## config.mk

```make
export PLATFORM = sky130hd
export DESIGN_NAME = tx_packet_fifo
export DESIGN_NICKNAME = d
export VERILOG_FILES = /design/src/rtl/tx_fifo_pkg.sv /design/src/rtl/tx_fifo_ram.sv /design/src/rtl/tx_packet_fifo.sv
export SDC_FILE = /design/constraint.sdc
export NUM_CORES = 1
export LEC_CHECK = 0
export ABC_CLOCK_PERIOD_IN_PS = 6000
export CAP_MARGIN = 20
export CORE_ASPECT_RATIO = 2
export CORE_MARGIN = 2
export CORE_UTILIZATION = 40
export CTS_BUF_LIST = sky130_fd_sc_hd__clkbuf_8
export CTS_CLUSTER_DIAMETER = 80
export DETAILED_ROUTE_END_ITERATION = 7
export GPL_TIMING_DRIVEN = 0
export MAX_ROUTING_LAYER = met4
export PLACE_DENSITY_LB_ADDON = 0.12
export SYNTH_ARGS = -nofsm -noshare
export SYNTH_HDL_FRONTEND = slang
export SYNTH_HIERARCHICAL = 1
export SYNTH_SLANG_ARGS = --single-unit
```

## constraint.sdc

```tcl
create_clock -name clk -period 6 [get_ports clk]
set_input_delay 1.2 -clock clk [delete_from_list [all_inputs] [get_ports clk]]
set_output_delay 1.2 -clock clk [all_outputs]
set_load 0.01 [all_outputs]
```

## src/rtl/tx_fifo_pkg.sv

```systemverilog
// tx_fifo_pkg: shared types and defaults for the packet-aware transmit FIFO.
//   state_t       - read-side FSM states (IDLE, READY, SEND, GAP)
//   fifo_entry_t  - one stored entry: {last, data}
//   DEFAULT_DEPTH / DEFAULT_IFG_CYCLES - default parameter values
package tx_fifo_pkg;

    localparam int DEFAULT_DEPTH      = 64;
    localparam int DEFAULT_IFG_CYCLES = 12;

    typedef enum logic [1:0] {
        IDLE  = 2'd0,
        READY = 2'd1,
        SEND  = 2'd2,
        GAP   = 2'd3
    } state_t;

    typedef struct packed {
        logic       last;
        logic [7:0] data;
    } fifo_entry_t;

endpackage

```

## src/rtl/tx_fifo_ram.sv

```systemverilog
// tx_fifo_ram: DEPTH x 9 simple dual-port RAM for the transmit FIFO.
// Ports:
//   clk, rst     - clock; asynchronous active-high reset (output register only)
//   we/waddr/wdata - synchronous write port
//   re/raddr     - read port; rdata is the registered data byte of the entry
//   rlast_peek   - last flag of the entry at raddr, available in the same
//                  cycle so the reader can leave SEND on the edge that
//                  pops the final byte
module tx_fifo_ram
    import tx_fifo_pkg::*;
#(
    parameter int DEPTH = DEFAULT_DEPTH
) (
    input  logic                     clk,
    input  logic                     rst,
    input  logic                     we,
    input  logic [$clog2(DEPTH)-1:0] waddr,
    input  fifo_entry_t              wdata,
    input  logic                     re,
    input  logic [$clog2(DEPTH)-1:0] raddr,
    output logic [7:0]               rdata,
    output logic                     rlast_peek
);

    fifo_entry_t mem [DEPTH];

    always_ff @(posedge clk) begin
        if (we) begin
            mem[waddr] <= wdata;
        end
    end

    always_ff @(posedge clk or posedge rst) begin
        if (rst) begin
            rdata <= '0;
        end else if (re) begin
            rdata <= mem[raddr].data;
        end
    end

    assign rlast_peek = mem[raddr].last;

endmodule

```

## src/rtl/tx_packet_fifo.sv

```systemverilog
// tx_packet_fifo: packet-aware transmit buffer between the USB receive path
// and mac_transmitter. Only committed packets (terminated by wr_last) are
// offered to the MAC, and an inter-frame gap is enforced between packets.
//
// Optional feature macro: TX_FIFO_OVF_DROP_EN
//   defined   - a packet that lost bytes to overflow is discarded at commit
//   undefined - the truncated packet is committed with its last flag forced
//
// Ports:
//   clk, reset            - single clock; asynchronous active-high reset
//   wr_en/wr_data/wr_last - write side; wr_last marks and commits a packet
//   full                  - no free entry (combinational from pointers)
//   overflow              - pulse during the wr_last write of a packet that lost bytes
//   data_ready            - pulse in the cycle a packet is offered (IDLE/GAP -> READY)
//   rd_start              - MAC accepts the offered packet (READY only)
//   rd_en                 - pop one byte (SEND only, ignored when fifo_empty)
//   rd_data               - registered byte, valid the cycle after rd_en
//   fifo_empty            - no further bytes of the current packet
//   pkt_count             - committed packets not yet started
//   dbg_state             - read FSM state
//
// Read handshake: data_ready is an offer with no wait requirement; the FSM
// stays in READY until rd_start. In SEND, each cycle with rd_en=1 and
// fifo_empty=0 is one transfer, and the byte appears on rd_data after the
// next edge. fifo_empty rises on the same edge that presents the last byte.
module tx_packet_fifo
    import tx_fifo_pkg::*;
#(
    parameter int DEPTH      = DEFAULT_DEPTH,
    parameter int IFG_CYCLES = DEFAULT_IFG_CYCLES
) (
    input  logic                   clk,
    input  logic                   reset,
    input  logic                   wr_en,
    input  logic [7:0]             wr_data,
    input  logic                   wr_last,
    output logic                   full,
    output logic                   overflow,
    output logic                   data_ready,
    input  logic                   rd_start,
    input  logic                   rd_en,
    output logic [7:0]             rd_data,
    output logic                   fifo_empty,
    output logic [$clog2(DEPTH):0] pkt_count,
    output state_t                 dbg_state
);

    localparam int AW = $clog2(DEPTH);
    localparam int PW = AW + 1;

    logic [PW-1:0] wr_ptr;
    logic [PW-1:0] commit_ptr;
    logic [PW-1:0] rd_ptr;
    logic [PW-1:0] wr_ptr_prev;
    logic [PW-1:0] wr_ptr_after;
    logic          ovf_pend;
    logic [7:0]    prev_byte;
    logic [7:0]    gap_cnt;
    state_t        state;
    state_t        state_nxt;

    logic        wr_ok;
    logic        wr_drop;
    logic        commit;
    logic        lost;
    logic        pkt_nonempty;
    logic        flag_fix;
    logic        discard;
    logic        pkt_add;
    logic        pkt_start;
    logic        pop;
    logic        pop_last;
    logic        rlast_peek;
    logic        ram_we;
    logic [AW-1:0] ram_waddr;
    fifo_entry_t ram_wdata;

    // ---------------------------------------------------------------
    // Write side
    // ---------------------------------------------------------------
    assign full         = (wr_ptr - rd_ptr) == PW'(DEPTH);
    assign wr_ok        = wr_en && !full;
    assign wr_drop      = wr_en && full;
    assign commit       = wr_en && wr_last;
    // A dropped wr_last byte is itself a lost byte.
    assign lost         = ovf_pend || wr_drop;
    assign pkt_nonempty = wr_ptr != commit_ptr;
    assign overflow     = commit && lost;
    assign wr_ptr_prev  = wr_ptr - PW'(1);
    assign wr_ptr_after = wr_ok ? (wr_ptr + PW'(1)) : wr_ptr;

`ifdef TX_FIFO_OVF_DROP_EN
    assign flag_fix = 1'b0;
    assign discard  = commit && lost;
    assign pkt_add  = commit && !lost;
`else
    // The wr_last byte was dropped: mark the newest stored byte as the end
    // of the packet by rewriting it with its saved data byte.
    assign flag_fix = wr_drop && wr_last && pkt_nonempty;
    assign discard  = 1'b0;
    // A packet whose every byte was dropped is not committed.
    assign pkt_add  = commit && (wr_ok || pkt_nonempty);
`endif

    always_comb begin
        ram_we    = 1'b0;
        ram_waddr = wr_ptr[AW-1:0];
        ram_wdata = '{last: wr_last, data: wr_data};
        if (wr_ok) begin
            ram_we = 1'b1;
        end else if (flag_fix) begin
            ram_we    = 1'b1;
            ram_waddr = wr_ptr_prev[AW-1:0];
            ram_wdata = '{last: 1'b1, data: prev_byte};
        end
    end

    always_ff @(posedge clk or posedge reset) begin
        if (reset) begin
            wr_ptr     <= '0;
            commit_ptr <= '0;
            ovf_pend   <= 1'b0;
            prev_byte  <= '0;
        end else begin
            if (discard) begin
                wr_ptr <= commit_ptr;
            end else if (wr_ok) begin
                wr_ptr <= wr_ptr + PW'(1);
            end
            if (pkt_add) begin
                commit_ptr <= wr_ptr_after;
            end
            if (commit) begin
                ovf_pend <= 1'b0;
            end else if (wr_drop) begin
                ovf_pend <= 1'b1;
            end
            if (wr_ok) begin
                prev_byte <= wr_data;
            end
        end
    end

    // ---------------------------------------------------------------
    // Packet counter: commit and start in the same cycle cancel out.
    // ---------------------------------------------------------------
    assign pkt_start = (state == READY) && rd_start;

    always_ff @(posedge clk or posedge reset) begin
        if (reset) begin
            pkt_count <= '0;
        end else begin
            case ({pkt_add, pkt_start})
                2'b10:   pkt_count <= pkt_count + PW'(1);
                2'b01:   pkt_count <= pkt_count - PW'(1);
                default: pkt_count <= pkt_count;
            endcase
        end
    end

    // ---------------------------------------------------------------
    // Read side
    // ---------------------------------------------------------------
    // The commit_ptr guard keeps the reader out of uncommitted bytes.
    assign pop      = (state == SEND) && rd_en && (rd_ptr != commit_ptr);
    assign pop_last = pop && rlast_peek;

    always_ff @(posedge clk or posedge reset) begin
        if (reset) begin
            rd_ptr <= '0;
        end else if (pop) begin
            rd_ptr <= rd_ptr + PW'(1);
        end
    end

    always_ff @(posedge clk or posedge reset) begin
        if (reset) begin
            gap_cnt <= '0;
        end else if (pop_last) begin
            gap_cnt <= 8'(IFG_CYCLES);
        end else if ((state == GAP) && (gap_cnt != 8'd0)) begin
            gap_cnt <= gap_cnt - 8'd1;
        end
    end

    always_ff @(posedge clk or posedge reset) begin
        if (reset) begin
            state <= IDLE;
        end else begin
            state <= state_nxt;
        end
    end

    always_comb begin
        state_nxt  = state;
        data_ready = 1'b0;
        case (state)
            IDLE: begin
                if (pkt_count != '0) begin
                    state_nxt  = READY;
                    data_ready = 1'b1;
                end
            end
            READY: begin
                if (rd_start) begin
                    state_nxt = SEND;
                end
            end
            SEND: begin
                if (pop_last) begin
                    state_nxt = GAP;
                end
            end
            GAP: begin
                if (gap_cnt == 8'd0) begin
                    if (pkt_count != '0) begin
                        state_nxt  = READY;
                        data_ready = 1'b1;
                    end else begin
                        state_nxt = IDLE;
                    end
                end
            end
            default: state_nxt = IDLE;
        endcase
    end

    assign fifo_empty = (state != SEND);
    assign dbg_state  = state;

    tx_fifo_ram #(
        .DEPTH (DEPTH)
    ) u_ram (
        .clk        (clk),
        .rst        (reset),
        .we         (ram_we),
        .waddr      (ram_waddr),
        .wdata      (ram_wdata),
        .re         (pop),
        .raddr      (rd_ptr[AW-1:0]),
        .rdata      (rd_data),
        .rlast_peek (rlast_peek)
    );

endmodule

```

==> impl_results.rst, run 1 <==
Flow metrics
------------

.. list-table::
   :header-rows: 1

   * - Metric
     - Value
   * - Outcome
     - finished clean
   * - Core area
     - 0.06360 mm²
   * - Hold path depth
     - 1
   * - Combinational fraction of the cell area
     - 22.60%
   * - Total overflow reported by the global router
     - 0
   * - Class of the most critical setup path
     - flop to flop
   * - Post-synth area from yosys stat
     - 0.02567 mm²
   * - Number of warnings reported in the yosys synthesis log
     - 6
   * - Commonest cells in the synthesized netlist
     - sky130_fd_sc_hd__edfxtp_1 (576), sky130_fd_sc_hd__mux4_2 (140), sky130_fd_sc_hd__nor2_1 (90)
   * - Multiplexer fraction of the synthesized cell area
     - 16.53%
   * - Critical Path Max Stage Delay
     - 980 ps
   * - Global Route met1 Usage
     - 19.14%
   * - Yosys cell types
     - 56
   * - Largest net degree at the start of global routing
     - 65
   * - Sinks on Clock Net
     - 631
   * - Post-synth tally of flip-flops with integrated enable
     - 576
   * - Area taken by flip-flops and latches
     - 0.01867 mm²
   * - Cell chain of the critical path
     - inv_1, ha_1, or4_4, a221oi_2, and3_1, buf_6, nor3b_4, buf_6, nand2_2, xnor2_1, clkbuf_1, nor2b_1, nand3_1, nor2_1
   * - Root cell of the clock tree
     - sky130_fd_sc_hd__clkbuf_8
   * - Signed area change from the synthesized netlist to the final layout
     - 12.53%
## run 1: final timing paths
kind | start | to | slack, ps
worst max-delay path | rd_ptr[4]$_DFFE_PP0P_ | u_ram/mem[29][1]$_DFFE_PP_ | 430
worst min-delay path | prev_byte[0]$_DFFE_PP0P_ | prev_byte[0]$_DFFE_PP0P_ | 500
worst max register to register | rd_ptr[4]$_DFFE_PP0P_ | u_ram/mem[29][1]$_DFFE_PP_ | 430
worst min register to register | prev_byte[0]$_DFFE_PP0P_ | prev_byte[0]$_DFFE_PP0P_ | 500
max in group asynchronous | reset | pkt_count[3]$_DFFE_PP0P_ | 4340
min in group asynchronous | reset | u_ram/rdata[1]$_DFFE_PP0P_ | 1020
### Met3 routing, run 1

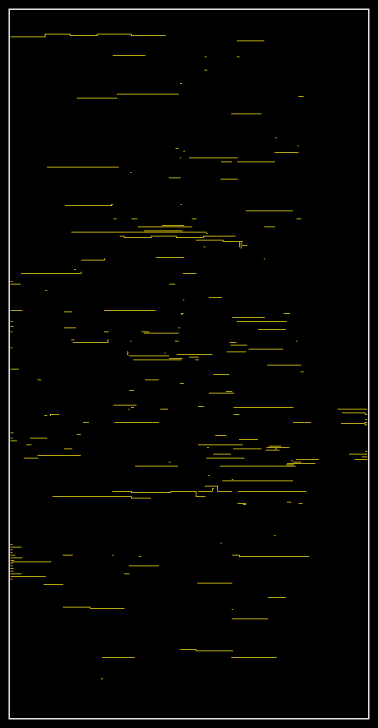
longest straight run = 69.0 µm
share of all routed wire = 3.0%
nets with wire on the layer = 113
main direction = horizontal
wire length on this layer = 1890 µm

### Signal wires on met2, run 1

Scale bar: 50 µm.
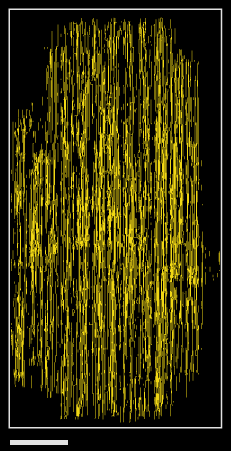
longest straight run = 143 µm
nets with wire on the layer = 1360
main direction = vertical
wire length on this layer = 38.4 mm
share of all routed wire = 61%

### Logic cells by family, run 1

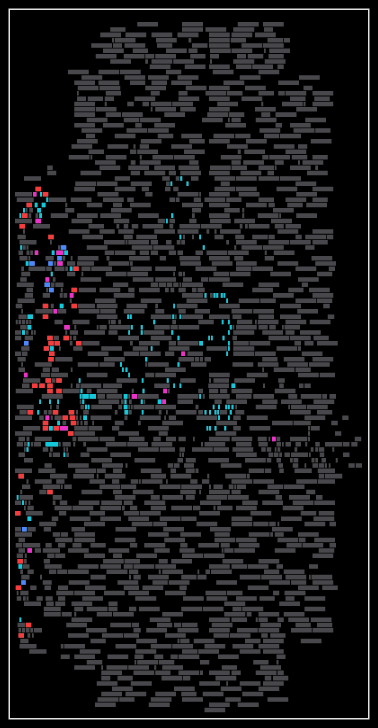
xor and xnor cells -> red  # cells 43, where left middle
nor cells -> cyan  # cells 117
non-inverting ao/oa cells -> blue  # cells 9
and/or cells -> magenta  # cells 18, where left middle

==> run 1 -> run 2 <==
==> constraint.sdc (replaced) <==
create_clock -name clk -period 6 [get_ports clk]
set_input_delay 0.9 -clock clk [delete_from_list [all_inputs] [get_ports clk]]
set_output_delay 0.9 -clock clk [all_outputs]
set_load 0.01 [all_outputs]
### Signal wires on met2, run 2

Scale bar: 50 µm.
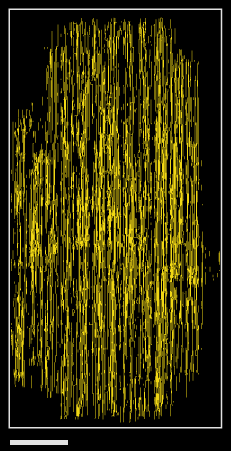
wire length on this layer = 38.4 mm
main direction = vertical
share of all routed wire = 61%
nets with wire on the layer = 1360

==> impl_results.rst, run 2 <==
Flow metrics
------------

.. list-table::
   :header-rows: 1

   * - Metric
     - Value
   * - Outcome
     - finished clean
   * - Buffering stage count on the worst path with inverters included
     - 4
   * - Clock period minus final worst setup slack
     - 5574 ps
   * - Share of the cycle needed by the critical path after routing
     - 92.89%
   * - Launching element of the worst setup path
     - rd_ptr[4]$_DFFE_PP0P_
   * - Class of the most critical setup path
     - flop to flop
   * - Antenna violations before repair
     - 1
   * - Switching share of total power
     - 25.45%
   * - Buffer count from post-CTS setup fixing
     - 0
   * - Root cell of the clock tree
     - sky130_fd_sc_hd__clkbuf_8
   * - Core area
     - 0.06360 mm² (unchanged)
   * - Iteration-0 DRC Markers
     - 720
   * - Yosys cell types
     - 56 (unchanged)
   * - Power density relative to cell area
     - 322.1 mW/mm²
   * - Effective utilization at floorplan
     - 40.36%
   * - Length of routed met3 wiring
     - 1889 µm
   * - Start point of the worst min-delay path
     - prev_byte[0]$_DFFE_PP0P_
   * - Dominant cells by area after synthesis
     - sky130_fd_sc_hd__edfxtp_1 (67%), sky130_fd_sc_hd__mux4_2 (12%), sky130_fd_sc_hd__dfrtp_1 (5.4%), sky130_fd_sc_hd__mux2_2 (2.3%), sky130_fd_sc_hd__mux2i_1 (1.7%)
   * - Post-synth area from yosys stat
     - 0.02567 mm² (unchanged)
   * - Startpoint of the worst-slack reg-to-reg timing path
     - rd_ptr[4]$_DFFE_PP0P_
   * - Endpoint of the worst hold-timing path
     - prev_byte[0]$_DFFE_PP0P_
   * - Hold path depth
     - 1 (unchanged)
   * - Global-route wire length before repair
     - 92830 µm
   * - TritonCTS Buffers
     - 89
   * - Signed area change from the synthesized netlist to the final layout
     - 12.53% (unchanged)
   * - R2r endpoint
     - u_ram/mem[29][1]$_DFFE_PP_
   * - Highest-power group
     - registers
   * - Total overflow reported by the global router
     - 0 (unchanged)
   * - Largest net degree at the start of global routing
     - 65 (unchanged)
   * - Post-synth tally of flip-flops with integrated enable
     - 576 (unchanged)
   * - Setup violators final
     - 0
   * - Critical Path Max Stage Delay
     - 980 ps (about the same)
   * - Number of warnings reported in the yosys synthesis log
     - 6 (unchanged)
   * - Worst-margin pin slew
     - 1130 ps
   * - Commonest cells in the synthesized netlist
     - sky130_fd_sc_hd__edfxtp_1 (576), sky130_fd_sc_hd__mux4_2 (140), sky130_fd_sc_hd__nor2_1 (90)
   * - Highest routed layer
     - met4
   * - Startpoint kind of the worst setup timing path
     - flop
   * - Cell chain of the critical path
     - inv_1, ha_1, or4_4, a221oi_2, and3_1, buf_6, nor3b_4, buf_6, nand2_2, xnor2_1, clkbuf_1, nor2b_1, nand3_1, nor2_1
   * - Hold Path Class
     - flop to flop
   * - Worst R2R Setup Slack
     - 430 ps (about the same)
   * - Multiplexer fraction of the synthesized cell area
     - 16.53% (unchanged)
   * - Area share, top type
     - 67.38%
   * - Delay-heaviest family, CP
     - simple AND/OR/NAND/NOR gates
   * - Sinks on Clock Net
     - 631 (unchanged)
   * - AND-OR/OR-AND Cells, Area Fraction
     - 2.564%
[run 2: cell counts after synthesis]
Identical to the previous run, type by type.
[run 2: cell type report]
| cell class | count | area [µm²] |
|---|---|---|
| Clock inverter | 69 | 345.3 |
| Antenna cell | 1 | 2.502 |
| Multi-Input combinational cell | 585 | 6528 |
| Fill cell | 5531 | 34710 |
| Timing Repair Buffer | 50 | 564.3 |
| Inverter | 32 | 120.1 |
| Tap cell | 798 | 998.5 |
| Buffer | 70 | 359.1 |
| Clock buffer | 94 | 1294 |
| Sequential cell | 631 | 18670 |
[run 2: per-layer routing]
metal	up-vias	global-route usage, %
met2	286	40.28
met1	6669	19.14
met5	-	-
met3	105	2.647
li1	5600	-
met4	0	7.639
==> run 2 -> run 3 <==
- CORE_UTILIZATION: 40 -> 50
### Where the registers sit, run 3

Scale bar: 50 µm.
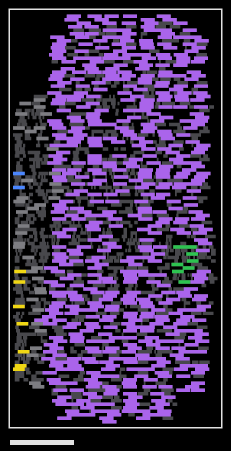
`dbg_state` -> blue  # placed flops 2
`pkt_count` -> yellow  # placed flops 7, where bottom left
`u_ram/mem` -> purple  # placed flops 576, where spread over the die
`u_ram/rdata` -> green  # placed flops 8, where right middle
not coloured = 38

==> impl_results.rst, run 3 <==
Flow metrics
------------

.. list-table::
   :header-rows: 1

   * - Metric
     - Value
   * - Outcome
     - finished clean
   * - Hold Path Class
     - flop to flop
   * - Yosys cell types
     - 56 (unchanged)
   * - Buffering stage count on the worst path with inverters included
     - 4 (unchanged)
   * - Buffer count from post-CTS setup fixing
     - 0 (unchanged)
   * - Area share, top type
     - 67.38% (unchanged)
   * - Cell chain of the critical path
     - inv_1, ha_1, or4_4, a221oi_2, and3_1, buf_6, nor3b_4, buf_6, nand2_2, xnor2_1, clkbuf_1, nor2b_1, nand3_1, nor2_1
   * - Global-route wire length before repair
     - 86660 µm (-6.6%)
   * - Startpoint of the worst-slack reg-to-reg timing path
     - rd_ptr[4]$_DFFE_PP0P_
   * - Endpoint of the worst hold-timing path
     - prev_byte[1]$_DFFE_PP0P_
   * - Launching element of the worst setup path
     - rd_ptr[4]$_DFFE_PP0P_
   * - Met3 track utilization from global routing
     - 3.371% (+0.72 points)
   * - Sinks on Clock Net
     - 631 (unchanged)
   * - Startpoint kind of the worst setup timing path
     - flop
   * - Hold path depth
     - 1 (unchanged)
   * - Global Route met1 Usage
     - 23.38% (+4.2 points)
   * - Class of the most critical setup path
     - flop to flop
   * - R2r endpoint
     - u_ram/mem[5][6]$_DFFE_PP_
   * - Worst R2R Setup Slack
     - 420 ps (about the same)
   * - Setup violators final
     - 0 (unchanged)
   * - Total overflow reported by the global router
     - 0 (unchanged)
   * - Signed area change from the synthesized netlist to the final layout
     - 11.64%
   * - Effective utilization at floorplan
     - 50.53% (+10 points)
   * - Post-synth tally of flip-flops with integrated enable
     - 576 (unchanged)
   * - AND-OR/OR-AND Cells, Area Fraction
     - 2.564% (unchanged)
   * - Core area
     - 0.05080 mm² (-20%)
==> run 3: cell types whose count changed in the layout (fill, tap and decap cells not counted), sizes merged <==
cell      delta
clkinvlp     +3
clkbuf       -5
clkinv       -4
buf          -4
bufinv       +3
inv          -6
==> run 3: where the power goes <==
part	internal, mW	switching [mW]
Clock	1.60	1.54
Sequential	5.07	0.119
Combinational	0.328	0.621
Total	6.99	2.28
==> run 3: final cells by class <==
class                           count  area [µm²]  area share, %
Antenna cell                        1       2.502       0.008733
Clock inverter                     65       414.1          1.445
Tap cell                          654       818.3          2.856
Inverter                           32       120.1         0.4192
Clock buffer                       89        1225          4.275
Timing Repair Buffer               46       515.5          1.799
Multi-Input combinational cell    585        6528          22.78
Buffer                             70       359.1          1.253
Sequential cell                   631       18670          65.16
Power and IR drop assume default switching activity.
